==> images/ff_map.png <==
(1 px per um) Other sequential cells in the stronger grey, the rest of the logic in the fainter grey.
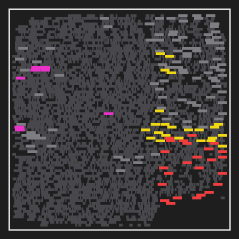
==> images/pinout.png <==
(1 px per um) Pins as bars across the die edge, other pins in grey.
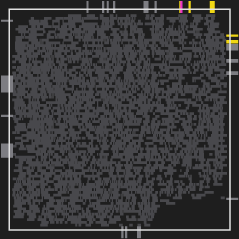
==> images/port_trees.png <==
(1.5 px per um)
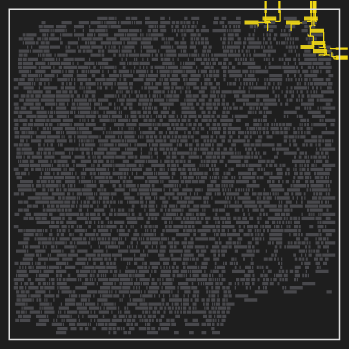
### config.mk
export PLATFORM = sky130hd
export DESIGN_NAME = complex_div
export DESIGN_NICKNAME = d
export VERILOG_FILES = /design/src/rtl/complex_div.sv
export SDC_FILE = /design/constraint.sdc
export NUM_CORES = 1
export LEC_CHECK = 0
export ABC_CLOCK_PERIOD_IN_PS = 6900
export CAP_MARGIN = 10
export CORE_MARGIN = 2
export CORE_UTILIZATION = 55
export DETAILED_ROUTE_END_ITERATION = 8
export PLACE_DENSITY_LB_ADDON = 0.15
export SLEW_MARGIN = 10
export SYNTH_ARGS = -nofsm -noshare
export SYNTH_HDL_FRONTEND = slang
export SYNTH_SLANG_ARGS = --single-unit
### constraint.sdc
create_clock -name clk -period 6.9 [get_ports clk]
set_input_delay 1.725 -clock clk [delete_from_list [all_inputs] [get_ports clk]]
set_output_delay 1.725 -clock clk [all_outputs]
set_load 0.02 [all_outputs]
### src/rtl/complex_div.sv
// rtl/complex_div.sv - sequential Q4.4 complex divider q = (a + j*aj) / (b + j*bj)
// Define COMPLEX_DIV_ROUND_EN for round-half-away-from-zero results (one extra loop cycle).
module complex_div #(
   parameter int DW = 8,
   parameter int QB = 8
) (
   input  logic          clk,
   input  logic          rst_n,
   input  logic          in_valid,
   output logic          in_ready,
   input  logic [DW-1:0] a,
   input  logic [DW-1:0] aj,
   input  logic [DW-1:0] b,
   input  logic [DW-1:0] bj,
   output logic          out_valid,
   input  logic          out_ready,
   output logic [DW-1:0] c,
   output logic [DW-1:0] cj,
   output logic          dz
);

`ifdef COMPLEX_DIV_ROUND_EN
   localparam int RB = 1;
`else
   localparam int RB = 0;
`endif
   localparam int PW = 2 * DW;       // Q8.8 product width
   localparam int FB = DW / 2;       // fractional bits of the Q4.4 result
   localparam int NS = QB + RB;      // restoring-loop iterations
   localparam int W  = PW + NS + 1;  // remainder / shifted-divisor width
   localparam int CW = $clog2(NS) + 1;
   localparam int MW = QB + 1;       // result magnitude with room for the rounding carry
   localparam logic [DW-1:0] SMAX = {1'b0, {(DW-1){1'b1}}};
   localparam logic [DW-1:0] SMIN = {1'b1, {(DW-1){1'b0}}};

   typedef enum logic [1:0] {IDLE, MUL, DIV, OUT} state_t;

   state_t               state_q, state_d;
   logic signed [DW-1:0] a_q, a_d, aj_q, aj_d, b_q, b_d, bj_q, bj_d;
   logic                 neg_re_q, neg_re_d, neg_im_q, neg_im_d;
   logic                 ovf_re_q, ovf_re_d, ovf_im_q, ovf_im_d;
   logic [W-1:0]         rem_re_q, rem_re_d, rem_im_q, rem_im_d, dsh_q, dsh_d;
   logic [NS-1:0]        quo_re_q, quo_re_d, quo_im_q, quo_im_d;
   logic [CW-1:0]        cnt_q, cnt_d;
   logic                 in_ready_q, in_ready_d, out_valid_q, out_valid_d, dz_q, dz_d;
   logic [DW-1:0]        c_q, c_d, cj_q, cj_d;

   logic signed [PW-1:0] p_ab, p_ajbj, p_ajb, p_abj, p_bb, p_bjbj;
   logic signed [PW:0]   num_re, num_im;
   logic [PW-1:0]        den, mag_re, mag_im;
   logic [W-1:0]         dvd_re, dvd_im, den_w;
   logic                 bit_re, bit_im;
   logic [NS-1:0]        qn_re, qn_im;

   function automatic logic [MW-1:0] round_mag(input logic [NS-1:0] q);
`ifdef COMPLEX_DIV_ROUND_EN
      logic [NS:0] t;
      t = {1'b0, q} + {{NS{1'b0}}, 1'b1};
      return t[NS:1];
`else
      return {1'b0, q};
`endif
   endfunction

   function automatic logic [DW-1:0] saturate(input logic neg, input logic ovf,
                                              input logic [MW-1:0] mag);
      logic [DW-1:0] r;
      if (mag == '0 && !ovf) r = '0;
      else if (!neg)         r = (ovf || mag > MW'(SMAX))  ? SMAX : mag[DW-1:0];
      else                   r = (ovf || mag >= MW'(SMIN)) ? SMIN : -mag[DW-1:0];
      return r;
   endfunction

   always_comb begin
      p_ab   = PW'(a_q)  * PW'(b_q);
      p_ajbj = PW'(aj_q) * PW'(bj_q);
      p_ajb  = PW'(aj_q) * PW'(b_q);
      p_abj  = PW'(a_q)  * PW'(bj_q);
      p_bb   = PW'(b_q)  * PW'(b_q);
      p_bjbj = PW'(bj_q) * PW'(bj_q);
      num_re = {p_ab[PW-1], p_ab} + {p_ajbj[PW-1], p_ajbj};
      num_im = {p_ajb[PW-1], p_ajb} - {p_abj[PW-1], p_abj};
      den    = $unsigned(p_bb) + $unsigned(p_bjbj);
      mag_re = num_re[PW] ? PW'(-num_re) : num_re[PW-1:0];
      mag_im = num_im[PW] ? PW'(-num_im) : num_im[PW-1:0];
      // Q8.8 / Q8.8 is a plain ratio; pre-shift so the quotient lands in Q4.4 (plus half bit)
      dvd_re = W'(mag_re) << (FB + RB);
      dvd_im = W'(mag_im) << (FB + RB);
      den_w  = W'(den);
      bit_re = rem_re_q >= dsh_q;
      bit_im = rem_im_q >= dsh_q;
      qn_re  = {quo_re_q[NS-2:0], bit_re};
      qn_im  = {quo_im_q[NS-2:0], bit_im};
   end

   always_comb begin
      state_d     = state_q;
      a_d         = a_q;
      aj_d        = aj_q;
      b_d         = b_q;
      bj_d        = bj_q;
      neg_re_d    = neg_re_q;
      neg_im_d    = neg_im_q;
      ovf_re_d    = ovf_re_q;
      ovf_im_d    = ovf_im_q;
      rem_re_d    = rem_re_q;
      rem_im_d    = rem_im_q;
      dsh_d       = dsh_q;
      quo_re_d    = quo_re_q;
      quo_im_d    = quo_im_q;
      cnt_d       = cnt_q;
      in_ready_d  = in_ready_q;
      out_valid_d = out_valid_q;
      dz_d        = dz_q;
      c_d         = c_q;
      cj_d        = cj_q;
      case (state_q)
         IDLE: begin
            in_ready_d = 1'b1;
            if (in_valid && in_ready_q) begin
               a_d        = a;
               aj_d       = aj;
               b_d        = b;
               bj_d       = bj;
               in_ready_d = 1'b0;
               state_d    = MUL;
            end
         end
         MUL: begin
            neg_re_d = num_re[PW];
            neg_im_d = num_im[PW];
            ovf_re_d = dvd_re >= (den_w << NS);
            ovf_im_d = dvd_im >= (den_w << NS);
            rem_re_d = dvd_re;
            rem_im_d = dvd_im;
            dsh_d    = den_w << (NS - 1);
            quo_re_d = '0;
            quo_im_d = '0;
            cnt_d    = '0;
            if (den == '0) begin
               dz_d        = 1'b1;
               c_d         = '0;
               cj_d        = '0;
               out_valid_d = 1'b1;
               state_d     = OUT;
            end else begin
               state_d = DIV;
            end
         end
         DIV: begin
            if (bit_re) rem_re_d = rem_re_q - dsh_q;
            if (bit_im) rem_im_d = rem_im_q - dsh_q;
            quo_re_d = qn_re;
            quo_im_d = qn_im;
            dsh_d    = dsh_q >> 1;
            cnt_d    = cnt_q + CW'(1);
            if (cnt_q == CW'(NS - 1)) begin
               dz_d        = 1'b0;
               c_d         = saturate(neg_re_q, ovf_re_q, round_mag(qn_re));
               cj_d        = saturate(neg_im_q, ovf_im_q, round_mag(qn_im));
               out_valid_d = 1'b1;
               state_d     = OUT;
            end
         end
         OUT: begin
            if (out_ready) begin
               out_valid_d = 1'b0;
               in_ready_d  = 1'b1;
               state_d     = IDLE;
            end
         end
         default: state_d = IDLE;
      endcase
   end

   always_ff @(posedge clk or negedge rst_n) begin
      if (!rst_n) begin
         state_q     <= IDLE;
         a_q         <= '0;
         aj_q        <= '0;
         b_q         <= '0;
         bj_q        <= '0;
         neg_re_q    <= 1'b0;
         neg_im_q    <= 1'b0;
         ovf_re_q    <= 1'b0;
         ovf_im_q    <= 1'b0;
         rem_re_q    <= '0;
         rem_im_q    <= '0;
         dsh_q       <= '0;
         quo_re_q    <= '0;
         quo_im_q    <= '0;
         cnt_q       <= '0;
         in_ready_q  <= 1'b1;
         out_valid_q <= 1'b0;
         dz_q        <= 1'b0;
         c_q         <= '0;
         cj_q        <= '0;
      end else begin
         state_q     <= state_d;
         a_q         <= a_d;
         aj_q        <= aj_d;
         b_q         <= b_d;
         bj_q        <= bj_d;
         neg_re_q    <= neg_re_d;
         neg_im_q    <= neg_im_d;
         ovf_re_q    <= ovf_re_d;
         ovf_im_q    <= ovf_im_d;
         rem_re_q    <= rem_re_d;
         rem_im_q    <= rem_im_d;
         dsh_q       <= dsh_d;
         quo_re_q    <= quo_re_d;
         quo_im_q    <= quo_im_d;
         cnt_q       <= cnt_d;
         in_ready_q  <= in_ready_d;
         out_valid_q <= out_valid_d;
         dz_q        <= dz_d;
         c_q         <= c_d;
         cj_q        <= cj_d;
      end
   end

   assign in_ready  = in_ready_q;
   assign out_valid = out_valid_q;
   assign c         = c_q;
   assign cj        = cj_q;
   assign dz        = dz_q;

endmodule

==> summary.txt <==
On the backend side, the flow ran end to end.

Of the synthesized area, sequential elements account for 0.1455. The routed wire length stands at 65790 um. Per the OpenROAD floorplan log, the area of the core is between 40000 and 50000 sq um. The final standard cell area without fillers stands at 30200 sq um. For met1 alone, demand over resource in global routing was 0.3669. The timing report shows that the slowest cell on the worst path is sky130_fd_sc_hd__dfrtp_1. The area added between synthesis and finish stands at 18.58%.

The number of diodes added for antenna fixing stands at 0. The commonest register cell is sky130_fd_sc_hd__dfrtp_1. The worst setup path is launched from a flop. The CTS clock-pin slew for the worst setup and hold paths stands at 70 ps. The final count of hold timing violations stands at 0. Per the post-synthesis report, the nets total approximately 3500.

The via count of the first global-routing pass is around 21000. For this run, the detailed router's first-pass iteration total came to 8. The critical path maximum fanout is 6. The via count stands at 20060. The number of rows in the core area stands at 78. For this run, the number of Yosys warnings is 0. The routed design shows a wire length per standard cell of 17.72 um.

For reference, the final report shows the max-slew violation count at 0. The pre-CTS setup check shows a worst slack of -478.4 ps. The timing report attributes the biggest portion of critical-path delay to adder cells. The worst setup path is captured at a flop.

In this run the most used layer during global routing was met2. The number of buffers and inverters on the critical path is 3. The detailed placement HPWL stands at 54280 um. The per-instance average area after synthesis stands at 9.107 sq um. The number of DRC violations after detailed-routing iteration 0 stands at between 1000 and 1500. The number of hold-repair buffers added at the cts stage stands at 0. Measured against its own limit, the worst slew margin works out to 0.2445.

The run finished, with violations left. The timing-limited maximum frequency stands at 137.1 MHz. The via density per instance stands at between 5 and 6. The floorplan step records an initial core utilization of 0.5587. In this run, the synthesized area fraction spent on and/or/nand/nor cells is recorded as 0.1472. In this run, post-CTS repair resized a total of 40 instances. For this run, the final setup violation count is recorded as 2.

Counting the fill cells in the layout gives 3726. The xor/xnor cell area share of the yosys netlist stands at 0.05066.

Setup repair after global routing could not meet its margin everywhere. The total global-route track usage stands at 0.2909. The insertion delay to the later sink of the worst-skew pair stands at 470 ps. The met2 routing resource usage after global routing stands at 0.5131. The residual overflow from global routing stands at 0. The cell that appears most often on the critical path is sky130_fd_sc_hd__fa_1. Post-route period utilization is reported as 1.057. The wire length on met1 stands at 27860 um.

The clock tree skew after final layout stands at 19.42 ps. The sum of met2 wire segment lengths after detailed routing stands at around 33000 um. For the pin with the worst max-slew slack, the measured transition is around 1100 ps. The final layout contains 3775 nets. Among the non-sequential cells, adder cells take the most area. The run reported a max-capacitance violation count of 0.

The initial antenna violation count stands at 0. Per the post-route antenna check, the number of violating nets is 0. For this design, Yosys synthesis ends with a cell count of ~2800. The number of unique standard cell types used by synthesis stands at 93. The placement-stage cell area stands at 29010 sq um.

The share of synthesized cell area in full adder, half adder and majority cells stands at 0.4319. Summing all multiplexer cells gives an area fraction of 0.02172. Clock tree synthesis inserted a total of 17 buffers.

The total length of routed met3 wires stands at 2200 um. STA puts the critical path data required time at 7290 ps. The chip occupies 48030 sq um.

The commonest cells after synthesis are sky130_fd_sc_hd__inv_1 (552), sky130_fd_sc_hd__fa_1 (400), sky130_fd_sc_hd__ha_1 (239). The synthesized netlist occupies a cell area of 25460 sq um. The area fraction of the largest cell type after synthesis is 0.3145.

The flip-flop and latch count after synthesis stands at 148. The worst setup path is of the flop to flop kind. The worst path setup slack after routing stands at -393.0 ps. The worst hold path belongs to the class flop to flop. TritonCTS built the clock tree. The worst-case clock buffer depth stands at 2.

Once placement completed, the tool counted placed cells totaling 3657. Yosys mapped a number of flops with a built-in enable equal to 0. In this run, the synthesized area fraction spent on AND-OR/OR-AND gates is recorded as 0.1067. For this run, the number of standard cells in the final layout without fillers is 3713. The global routing usage on met3 stands at 0.03673. At the end of routability-driven placement, the weighted congestion stood at 0.9015. Clock tree synthesis selected as its root buffer the cell sky130_fd_sc_hd__clkbuf_16.

Per the post-synthesis report, the number of cells in the design is 2796. The largest total area in the synthesized netlist belongs to sky130_fd_sc_hd__fa_1. The OpenROAD warning count stands at 42.

The total setup buffers inserted after CTS stands at 13. Signal routing reaches up to met4. Yosys instantiated no cell more often than sky130_fd_sc_hd__inv_1.

After layout, the minimum clock period comes to 7293 ps. For this run, asynchronously set or reset flops after synthesis account for 1.000. Sorting the synthesized cells by area gives the leading types as sky130_fd_sc_hd__fa_1 (31%), sky130_fd_sc_hd__dfrtp_1 (14%), sky130_fd_sc_hd__ha_1 (12%), sky130_fd_sc_hd__inv_1 (8.1%), sky130_fd_sc_hd__and2_1 (4.4%). The DRC violation count after routing stands at 0. On the critical path the data arrives at about 7700 ps. The fraction of final layout cells sized beyond drive strength 1 stands at 0.1719. The post-synthesis chip area from yosys stands at 25460 sq um. The tree built by TritonCTS fans out to between 100 and 150 sinks. The summed negative setup slack over all endpoints stands at -682.6 ps.

The first global-routing pass estimated 108800 um of wire. CTS built an H-tree with a depth of 4. The timing report gives the biggest stage delay along the critical path as 550 ps.

Entering global routing, the biggest net connects 97 pins. The final reports fail on negative setup slack.
About ff_map.png:
- red: rem_re_q (sequential cells 25)
- magenta: bj_q (sequential cells 8)
- yellow: dsh_q (sequential cells 23)
- not coloured: 92
Seq area share: 0.1234
final core area utilization: 0.6625

About pinout.png:
- magenta: dz (pins 1; direction output; edge top)
- yellow: c (pins 8; direction output; edge 5 top, 3 right)
- all pins by edge: 24 left, 14 top, 12 right, 5 bottom
count of port buffers added during placement: 54
die y size: 219.2 um
DIE WIDTH: 219.2 um

About port_trees.png:
- yellow: c (direction output; edge 5 top, 3 right; end cells 8; buffers 8; wire 166 um)
IO Pins: 55

==> final timing paths <==
| path | start | endpoint | slack, ps | depth (start not counted) |
|---|---|---|---|---|
| setup / recovery | bj_q[5] | ovf_im_q | -390 | 27 |
| hold / removal | cj[6] | cj[6] | 480 | 2 |
| setup reg to reg | bj_q[5] | ovf_im_q | -390 | 27 |
| hold reg to reg | cj[6] | cj[6] | 480 | 2 |
| max in group asynchronous | rst_n | neg_re_q | 4160 | 2 |
| min in group asynchronous | rst_n | rem_re_q[6] | 1370 | 1 |
==> kinds of logic (layout without fill, tap and decap cells) <==
| group | Yosys count | after routing |
|---|---|---|
| adder cells (fa/ha/maj) | 639 | 639 |
| multiplexers | 51 | 51 |
| AND-OR/OR-AND | 412 | 412 |
| XOR/XNOR | 143 | 143 |
| AND/OR/NAND/NOR | 756 | 756 |
| buffers and inverters | 647 | 964 |
| flip-flops | 148 | 148 |
==> sequential cells by signal, indices dropped and copies added (netlist names), 8 cells and up <==
| signal | flops |
|---|---|
| cj | 8 |
| c | 8 |
| dsh_q | 23 |
| bj_q | 8 |
| aj_q | 8 |
| a_q | 8 |
| rem_im_q | 25 |
| rem_re_q | 25 |
| b_q | 8 |
==> placed cells by master (no fill, tap or decap), drive strengths merged, types with 5 or more instances in the layout <==
master | netlist | routed
nor2 | 139 | 139
a211oi | 14 | 14
a21oi | 99 | 99
buf | 13 | 326
ha | 239 | 239
mux2i | 17 | 17
a31oi | 18 | 18
or2 | 8 | 8
o21a | 14 | 14
mux2 | 34 | 34
clkbuf | 81 | 18
o31ai | 18 | 18
nor3b | 5 | 5
nor4 | 5 | 5
o21ai | 131 | 131
nand4 | 14 | 14
nand3 | 59 | 59
and3 | 11 | 11
o2111ai | 6 | 6
clkdlybuf4s50 | 0 | 53
a221o | 5 | 5
o22ai | 5 | 5
a21o | 41 | 41
inv | 552 | 559
o41ai | 5 | 5
and2 | 179 | 179
xnor2 | 93 | 93
nor3 | 53 | 53
a211o | 8 | 8
o211ai | 7 | 7
dfrtp | 147 | 147
xor2 | 50 | 50
nand2b | 24 | 24
nand2 | 225 | 225
nor2b | 12 | 12
fa | 400 | 400
==> per-stage QoR <==
step	hold slack, ps	util
floorplan	454.6	-
global placement	460.9	0.6365
detailed placement	469.9	0.6365
CTS	485.5	0.6549
global route	515.1	0.6625
finish	479.9	0.6625
==> worst register-to-register path, delay by kind of cell, from the launching register on <==
family | cells | cell delay, ps
adder cells (fa/ha/maj) | 8 | 3640
AND-OR/OR-AND | 8 | 1500
AND/OR/NAND/NOR | 6 | 920
flip-flops | 1 | 550
buffers and inverters | 3 | 280
multiplexers | 1 | 240
XOR/XNOR | 1 | 110
==> cell type report <==
| class | count | area (sq um) | area share |
|---|---|---|---|
| inverters | 553 | 2079 | 0.06887 |
| multi-input cells | 2001 | 19840 | 0.6572 |
| flip-flops and latches | 148 | 3727 | 0.1234 |
| clock buffers | 18 | 439.2 | 0.01454 |
| well taps | 600 | 750.7 | 0.02486 |
| clock inverters | 14 | 140.1 | 0.004641 |
| repair buffers | 379 | 3214 | 0.1065 |
